==> config.mk <==
export PLATFORM = sky130hd
export DESIGN_NAME = compare_tally_flat
export DESIGN_NICKNAME = d
export VERILOG_FILES = /design/src/rtl/compare_tally_if.sv /design/src/rtl/compare_tally.sv /design/src/flat_wrapper.sv
export SDC_FILE = /design/constraint.sdc
export NUM_CORES = 1
export LEC_CHECK = 0
export ABC_AREA = 0
export CELL_PAD_IN_SITES_DETAIL_PLACEMENT = 1
export CELL_PAD_IN_SITES_GLOBAL_PLACEMENT = 2
export CORE_MARGIN = 2
export CORE_UTILIZATION = 34
export CTS_CLUSTER_SIZE = 20
export DETAILED_ROUTE_END_ITERATION = 8
export GPL_TIMING_DRIVEN = 1
export HOLD_SLACK_MARGIN = 0.1
export MAX_ROUTING_LAYER = met4
export PLACE_DENSITY = 0.91
export SYNTH_ARGS = -nofsm -noshare
export SYNTH_HDL_FRONTEND = slang
export SYNTH_SLANG_ARGS = --single-unit
==> constraint.sdc <==
create_clock -name iClk -period 5 [get_ports iClk]
set_input_delay 0.5 -clock iClk [delete_from_list [all_inputs] [get_ports iClk]]
set_output_delay 0.5 -clock iClk [all_outputs]
set_load 0.02 [all_outputs]
==> src/rtl/compare_tally_if.sv <==
// Handshake and statistics bundle for compare_tally.
// The master side supplies compare codes and control; the slave side reports statistics.
interface compare_tally_if #(
    parameter int unsigned CNT_W = 8
);
    logic             iValid;
    logic [2:0]       iData;
    logic             oReady;
    logic             iClear;
    logic             iFreeze;
    logic [CNT_W-1:0] oCnt_gt;
    logic [CNT_W-1:0] oCnt_lt;
    logic [CNT_W-1:0] oCnt_eq;
    logic [CNT_W-1:0] oRun;
    logic [CNT_W-1:0] oRun_max;
    logic [2:0]       oRun_code;
    logic             oErr;
    logic [1:0]       oState;

    modport master (
        output iValid, iData, iClear, iFreeze,
        input  oReady, oCnt_gt, oCnt_lt, oCnt_eq, oRun, oRun_max, oRun_code, oErr, oState
    );

    modport slave (
        input  iValid, iData, iClear, iFreeze,
        output oReady, oCnt_gt, oCnt_lt, oCnt_eq, oRun, oRun_max, oRun_code, oErr, oState
    );
endinterface

==> src/rtl/compare_tally.sv <==
// Tallies one-hot comparator codes, tracks runs of identical codes and flags illegal codes.
// All statistics are registered; oReady is a pure decode of the FSM state.
module compare_tally #(
    parameter int unsigned CNT_W = 8
) (
    input logic            iClk,
    input logic            iRst_n,
    compare_tally_if.slave bus
);
    typedef enum logic [1:0] {
        StIdle   = 2'b00,
        StCount  = 2'b01,
        StFrozen = 2'b10
    } state_e;

    localparam logic [2:0]       CodeGt  = 3'b100;
    localparam logic [2:0]       CodeLt  = 3'b010;
    localparam logic [2:0]       CodeEq  = 3'b001;
    localparam logic [2:0]       CodeNone = 3'b000;
    localparam logic [CNT_W-1:0] CntMax  = '1;

    function automatic logic [CNT_W-1:0] sat_inc(input logic [CNT_W-1:0] v);
        return (v == CntMax) ? v : v + 1'b1;
    endfunction

    state_e           r_state, w_state_nxt;
    logic [CNT_W-1:0] r_cnt_gt, w_cnt_gt_nxt;
    logic [CNT_W-1:0] r_cnt_lt, w_cnt_lt_nxt;
    logic [CNT_W-1:0] r_cnt_eq, w_cnt_eq_nxt;
    logic [CNT_W-1:0] r_run, w_run_nxt;
    logic [CNT_W-1:0] r_run_max, w_run_max_nxt;
    logic [2:0]       r_run_code, w_run_code_nxt;
    logic [2:0]       r_prev, w_prev_nxt;
    logic             r_err, w_err_nxt;
    logic             w_accept;
    logic             w_legal;
    logic             w_seen;

    assign w_legal = (bus.iData == CodeGt) || (bus.iData == CodeLt) || (bus.iData == CodeEq);
    assign w_accept = bus.iValid && (r_state != StFrozen) && !bus.iClear;
    // Counters saturate rather than wrap, so a non-zero count means a legal code was seen.
    assign w_seen = (r_cnt_gt != '0) || (r_cnt_lt != '0) || (r_cnt_eq != '0);

    always_comb begin
        w_state_nxt    = r_state;
        w_cnt_gt_nxt   = r_cnt_gt;
        w_cnt_lt_nxt   = r_cnt_lt;
        w_cnt_eq_nxt   = r_cnt_eq;
        w_run_nxt      = r_run;
        w_run_max_nxt  = r_run_max;
        w_run_code_nxt = r_run_code;
        w_prev_nxt     = r_prev;
        w_err_nxt      = r_err;

        if (bus.iClear) begin
            w_state_nxt    = StIdle;
            w_cnt_gt_nxt   = '0;
            w_cnt_lt_nxt   = '0;
            w_cnt_eq_nxt   = '0;
            w_run_nxt      = '0;
            w_run_max_nxt  = '0;
            w_run_code_nxt = CodeNone;
            w_prev_nxt     = CodeNone;
            w_err_nxt      = 1'b0;
        end else begin
            if (w_accept && w_legal) begin
                unique case (bus.iData)
                    CodeGt:  w_cnt_gt_nxt = sat_inc(r_cnt_gt);
                    CodeLt:  w_cnt_lt_nxt = sat_inc(r_cnt_lt);
                    CodeEq:  w_cnt_eq_nxt = sat_inc(r_cnt_eq);
                    default: ;
                endcase
                w_run_nxt  = (bus.iData == r_prev) ? sat_inc(r_run) : CNT_W'(1);
                w_prev_nxt = bus.iData;
                // Strictly greater, so a tie keeps the earlier code.
                if (w_run_nxt > r_run_max) begin
                    w_run_max_nxt  = w_run_nxt;
                    w_run_code_nxt = bus.iData;
                end
            end else if (w_accept) begin
                w_err_nxt = 1'b1;
            end

            unique case (r_state)
                StIdle: begin
                    if (bus.iFreeze) begin
                        w_state_nxt = StFrozen;
                    end else if (w_accept && w_legal) begin
                        w_state_nxt = StCount;
                    end
                end
                StCount: begin
                    if (bus.iFreeze) begin
                        w_state_nxt = StFrozen;
                    end
                end
                StFrozen: begin
                    if (!bus.iFreeze) begin
                        w_state_nxt = w_seen ? StCount : StIdle;
                    end
                end
                default: w_state_nxt = StIdle;
            endcase
        end
    end

    always_ff @(posedge iClk or negedge iRst_n) begin
        if (!iRst_n) begin
            r_state    <= StIdle;
            r_cnt_gt   <= '0;
            r_cnt_lt   <= '0;
            r_cnt_eq   <= '0;
            r_run      <= '0;
            r_run_max  <= '0;
            r_run_code <= CodeNone;
            r_prev     <= CodeNone;
            r_err      <= 1'b0;
        end else begin
            r_state    <= w_state_nxt;
            r_cnt_gt   <= w_cnt_gt_nxt;
            r_cnt_lt   <= w_cnt_lt_nxt;
            r_cnt_eq   <= w_cnt_eq_nxt;
            r_run      <= w_run_nxt;
            r_run_max  <= w_run_max_nxt;
            r_run_code <= w_run_code_nxt;
            r_prev     <= w_prev_nxt;
            r_err      <= w_err_nxt;
        end
    end

    assign bus.oReady    = (r_state != StFrozen);
    assign bus.oCnt_gt   = r_cnt_gt;
    assign bus.oCnt_lt   = r_cnt_lt;
    assign bus.oCnt_eq   = r_cnt_eq;
    assign bus.oRun      = r_run;
    assign bus.oRun_max  = r_run_max;
    assign bus.oRun_code = r_run_code;
    assign bus.oErr      = r_err;
    assign bus.oState    = r_state;
endmodule

==> src/flat_wrapper.sv <==
// flat-port wrapper written by rule: the top's interface ports become plain ports
module compare_tally_flat 
#(
    parameter int unsigned CNT_W = 8
)
  (iClk, iRst_n, bus_iValid, bus_iData, bus_iClear, bus_iFreeze, bus_oReady, bus_oCnt_gt, bus_oCnt_lt, bus_oCnt_eq, bus_oRun, bus_oRun_max, bus_oRun_code, bus_oErr, bus_oState);
  compare_tally_if #(.CNT_W(CNT_W)) bus_i ();
  input logic iClk;
  input logic iRst_n;
  input wire logic [$bits(bus_i.iValid)-1:0] bus_iValid;
  input wire logic [$bits(bus_i.iData)-1:0] bus_iData;
  input wire logic [$bits(bus_i.iClear)-1:0] bus_iClear;
  input wire logic [$bits(bus_i.iFreeze)-1:0] bus_iFreeze;
  output wire logic [$bits(bus_i.oReady)-1:0] bus_oReady;
  output wire logic [$bits(bus_i.oCnt_gt)-1:0] bus_oCnt_gt;
  output wire logic [$bits(bus_i.oCnt_lt)-1:0] bus_oCnt_lt;
  output wire logic [$bits(bus_i.oCnt_eq)-1:0] bus_oCnt_eq;
  output wire logic [$bits(bus_i.oRun)-1:0] bus_oRun;
  output wire logic [$bits(bus_i.oRun_max)-1:0] bus_oRun_max;
  output wire logic [$bits(bus_i.oRun_code)-1:0] bus_oRun_code;
  output wire logic [$bits(bus_i.oErr)-1:0] bus_oErr;
  output wire logic [$bits(bus_i.oState)-1:0] bus_oState;
  assign bus_i.iValid = bus_iValid;
  assign bus_i.iData = bus_iData;
  assign bus_i.iClear = bus_iClear;
  assign bus_i.iFreeze = bus_iFreeze;
  assign bus_oReady = bus_i.oReady;
  assign bus_oCnt_gt = bus_i.oCnt_gt;
  assign bus_oCnt_lt = bus_i.oCnt_lt;
  assign bus_oCnt_eq = bus_i.oCnt_eq;
  assign bus_oRun = bus_i.oRun;
  assign bus_oRun_max = bus_i.oRun_max;
  assign bus_oRun_code = bus_i.oRun_code;
  assign bus_oErr = bus_i.oErr;
  assign bus_oState = bus_i.oState;
  compare_tally #(.CNT_W(CNT_W)) u_core (.iClk(iClk), .iRst_n(iRst_n), .bus(bus_i));
endmodule
**Routed metal, one color a layer**

Scale: 4 px per um.
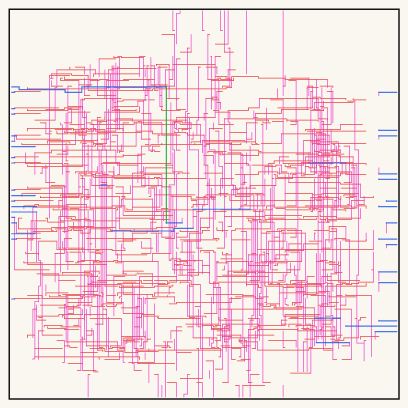
Key: green = M4 [wire length 34.0 um]; magenta = M2 [wire length 4210 um]; red = M1 [wire length 3880 um]; blue = M3 [wire length 216 um]

**Local utilization**

Scale: 4 px per um. 10 x 10 tiles, from white (low) to dark blue (high), 0 to 100% covered.
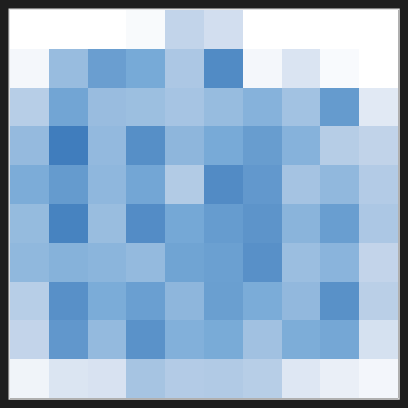
The fullest tile reaches 69%. 8.0% of the tiles are nearly empty. The emptiest ninth of the die: north-east. The mean over all tiles is 37%.

==> notes.md <==
Physical implementation.

- According to the floorplan report, the total die area is 9420 um2.
- The final period demand of the worst path is 3.78 ns.
- The classification of the worst-slack hold path is in -> async.
- The max-slew headroom at the worst pin is about a third.
- The TritonCTS clock tree is built.
- After routing the design area is between 3000 and 4000 um2.
- Cells with a size suffix above 1 make up under 10% of the layout.
- Per the post-synthesis stats, the area per cell is around 8.7 um2.
- The maximum clock frequency is 0.265 GHz.
- The floorplan row count is 33.
- The number of cells after detailed placement is slightly below 500.
- Per the synthesis report, the dominant area consumer among library cells is dfrtp_1.
- Across all stage logs, warnings added up to 29.
- The clock sink total is between 40 and 50.
- STA classifies the critical path endpoint as a flop.
- After detailed routing, the wire length on met1 is 3.88 mm.
- The CTS clock-pin slew for the worst setup and hold paths is 0.09 ns.
- Yosys reports a chip area of 2950 um2.
- The worst hold slack is approximately 0.31 ns.
- The max-capacitance violation count is 0.
- For this design, Yosys synthesis ends with a cell count of ~340.
- The number of global-route vias before repair is roughly 2800.
- The first-pass iteration count of the detailed router is 4.
- Setup repair after global routing left no endpoint under its margin.
- Counting the buffers created by CTS gives 5.
- The detailed router reported a total wirelength of between 8 and 9 mm.
- Summing the sequential cell areas from Yosys gives roughly two fifths of the chip area.
- The ratio of routed vias to standard cells is about 5.5.
- In the power breakdown, the internal column shows approximately 0.00054 W.
- The post-CTS setup buffer count is 0.
- The finished design was reported to have a net count of around 410.
- The data required time at the worst endpoint is 5.14 ns.
- The quantity of gates resized following cts is 0.
- The pin slew with the least headroom to its limit is roughly 1.0 ns.
- The placed standard-cell area is around 3500 um2.
- After detailed routing, the average wire length per cell comes to between 15 and 20 um.
- The startpoint-to-endpoint class of the critical path is in -> reg.
- Before placement the cells fill 35.5% of the core.
- The number of design-rule violations left by the first detailed-router iteration is 111.
- At floorplan, the net count of the design was reported as between 300 and 400.
- The post-synthesis to final-layout area growth is 23.1%.
- The post-synth count of flops with an enable pin is 0.
- By count the netlist is led by dfrtp_1, nor2_1, nand2_1.
- Across the VDD grid, the largest voltage drop is approximately 0.1 mV.
- The sum of met2 wire segment lengths after detailed routing is about 4.2 mm.
- The final-layout fill cell count is just under 1000.
- In this run the cell area of the synthesized design comes to approximately 3000 um2.
- The fraction of post-synthesis cell area in the top cell type by area is a little over two fifths.
- The pin count of the biggest net entering global routing is roughly 50.
- The cell sitting at the root of the clock tree is a clkbuf_8.
- The setup violation total in the final timing report is 0.
- The skew report gives the latency at the later pin of the worst-skew pair as about 0.3 ns.
- The final estimated routing congestion in global placement is about 0.85.
- The combinational fraction of design power is approximately 11%.
- The detailed router placed around 2700 vias in this run.
- Along the worst path, the maximum fanout reaches 12.
- The final timing report lists a hold violation count of 0.
- The setup clock skew after layout is around 0.0033 ns.
- The flow reports that the clock network draws ~33% of the design power.
- The highest layer touched by signal routing is met4.
- In this run switching power makes up between 20% and 30% of total power.
- Among all flip-flop cells after synthesis, the most frequent one is dfrtp_1.
- Per the placement log, port buffering inserted between 50 and 60 buffers.
- The data arrival time of the critical path is just under 4 ns.
- Global routing used between 15 and 20% of the available tracks.
- For this run, the script counts the antenna cells in the layout as 0.
- Looking at the power breakdown, sequential logic takes a little under three fifths of the total.
- The non-filler instance count after layout is slightly below 500.
- The H-tree depth is 2.
- The post-placement setup slack is just over 0.9 ns.
- Sorting the synthesis cell report by count puts at the top dfrtp_1.
- In this run the standard cell core region covers approximately 8300 um2.
- After synthesis the netlist holds a flip-flop and latch count of roughly 50.
- The initial antenna violation count was 0.
- Recorded from the global router log, the overflow total was 0.
- The type of element launching the critical path is an input pin.
- Setup slack on the critical path of the routed design comes to between 1 and 1.5 ns.
- The HPWL after detailed placement is between 5 and 6 mm.
- The number of antenna-violating nets in the routed design is 0.
- The die is between 90 and 100 um tall.
- In this run the power spent charging and discharging nets is 0.000192 W.
- The yosys warning tally is 0.
- The detailed router reports a met3 wire length of 216 um.
- The leakage power is roughly 1.4 nW.
- Per the OpenROAD floorplan log, the width of the die is 97.1 um.
- The final layout reports a setup TNS of 0 ns.
- The number of ports placed on the die boundary is approximately 55.
- Counting pins that exceed their max-slew limit in the final report gives 0.
- After synthesis, the share of flip-flops with an asynchronous set or reset is 100%.
- The run finished with clean final reports.
- The worst path uses around three quarters of the clock period.
- In the post-synthesis netlist, the biggest area contributors are dfrtp_1, ha_1, xnor2_1.
- The netlist uses ~46 different library cells.
- The first global-routing pass estimated around 14 mm of wire.
- The instance count of the mapped netlist is roughly 340.
- In this run, post-CTS hold repair placed 0 buffers.
- Per the CTS log, the buffer count on the longest clock path is 2.
- After detailed routing, the number of remaining DRC violations is 0.
- The total power per unit cell area is slightly above 200 nW/um2.
## metrics by stage
| step | utilization [%] | power (W) |
|---|---|---|
| final | 43.7 | 0.000734 |
| after CTS | 43.7 | 0.000744 |
| after global placement | 42.6 | 0.000500 |
| after floorplan | - | 0.000465 |
| after global routing | 43.7 | 0.000767 |
| after detailed placement | 42.6 | 0.000502 |
## layout make-up
| type | count | area (um2) | share of cell area (%) |
|---|---|---|---|
| clock buffers | 7 | 86.3 | 2.38 |
| repair buffers | 56 | 551 | 15.2 |
| flip-flops and latches | 49 | 1230 | 33.8 |
| multi-input cells | 254 | 1560 | 43.0 |
| inverters | 19 | 71.3 | 1.97 |
| well taps | 105 | 131 | 3.62 |
## worst max-delay path, cell delays in order
cell and delay, ns:
clkdlybuf4s50_1 0.72, xnor2_1 0.16, nand3_1 0.28, nor3_1 0.41, ha_1 0.31, and3_1 0.20, a221oi_1 0.43, o221ai_1 0.55
a21oi_1 0.29, a311oi_1 0.07
## flip-flops by register name, indices dropped and copies added, names as in the netlist
signal / count
u_core.bus.oErr: 1
u_core.r_prev: 3
u_core.bus.oRun: 8
u_core.bus.oRun_max: 8
u_core.bus.oRun_code: 3
u_core.bus.oCnt_gt: 8
u_core.bus.oCnt_lt: 8
u_core.bus.oCnt_eq: 8
u_core.bus.oState: 2
## power by group through the flow
stage / clock network [W] / registers (W) / logic (W)
floorplan: 0 / 0.000421 / 0.0000440
global placement: 0 / 0.000416 / 0.0000835
detailed placement: 0 / 0.000417 / 0.0000854
CTS: 0.000250 / 0.000409 / 0.0000855
global route: 0.000264 / 0.000410 / 0.0000929
finish: 0.000242 / 0.000409 / 0.0000836
## cell families after synthesis
group	synth area share, %
xor+xnor	7.14
simple gates	26.4
mux	0.340
compound gates	12.7
fa+ha+maj	6.37
flops	41.6
buf+inv	5.44
## cells in the final DEF (no fill, tap or decap), drive strengths merged, types with 15 or more instances in the layout
| cell | count |
|---|---|
| a21oi | 32 |
| inv | 19 |
| dfrtp | 49 |
| nor2 | 35 |
| o21ai | 15 |
| ha | 15 |
| nand3 | 23 |
| xnor2 | 19 |
| clkdlybuf4s50 | 53 |
| nand2 | 33 |
## layer usage
| layer | track usage [%] | vias to the layer above |
|---|---|---|
| met4 | 3.03 | 0 |
| li1 | - | 1288 |
| met1 | 23.7 | 1336 |
| met2 | 31.7 | 47 |
| met5 | - | - |
| met3 | 2.45 | 2 |
## worst paths after layout
path                                                      from                                 end  slack (ns)  cells past startpoint
worst min register to register     u_core.bus.oErr$_DFFE_PN0P_         u_core.bus.oErr$_DFFE_PN0P_        0.52                      2
worst max register to register  u_core.bus.oRun[0]$_DFFE_PN0P_  u_core.bus.oRun_max[0]$_DFFE_PN0P_        1.45                     10
worst min-delay path                                    iRst_n  u_core.bus.oRun_max[6]$_DFFE_PN0P_        0.31                      2
max in group asynchronous                               iRst_n    u_core.bus.oState[1]$_DFFE_PN0P_        4.25                      2
min in group iClk                  u_core.bus.oErr$_DFFE_PN0P_         u_core.bus.oErr$_DFFE_PN0P_        0.52                      2
worst max-delay path                              bus_iData[0]  u_core.bus.oRun_max[0]$_DFFE_PN0P_        1.22                     10
Power and IR drop assume default switching activity.
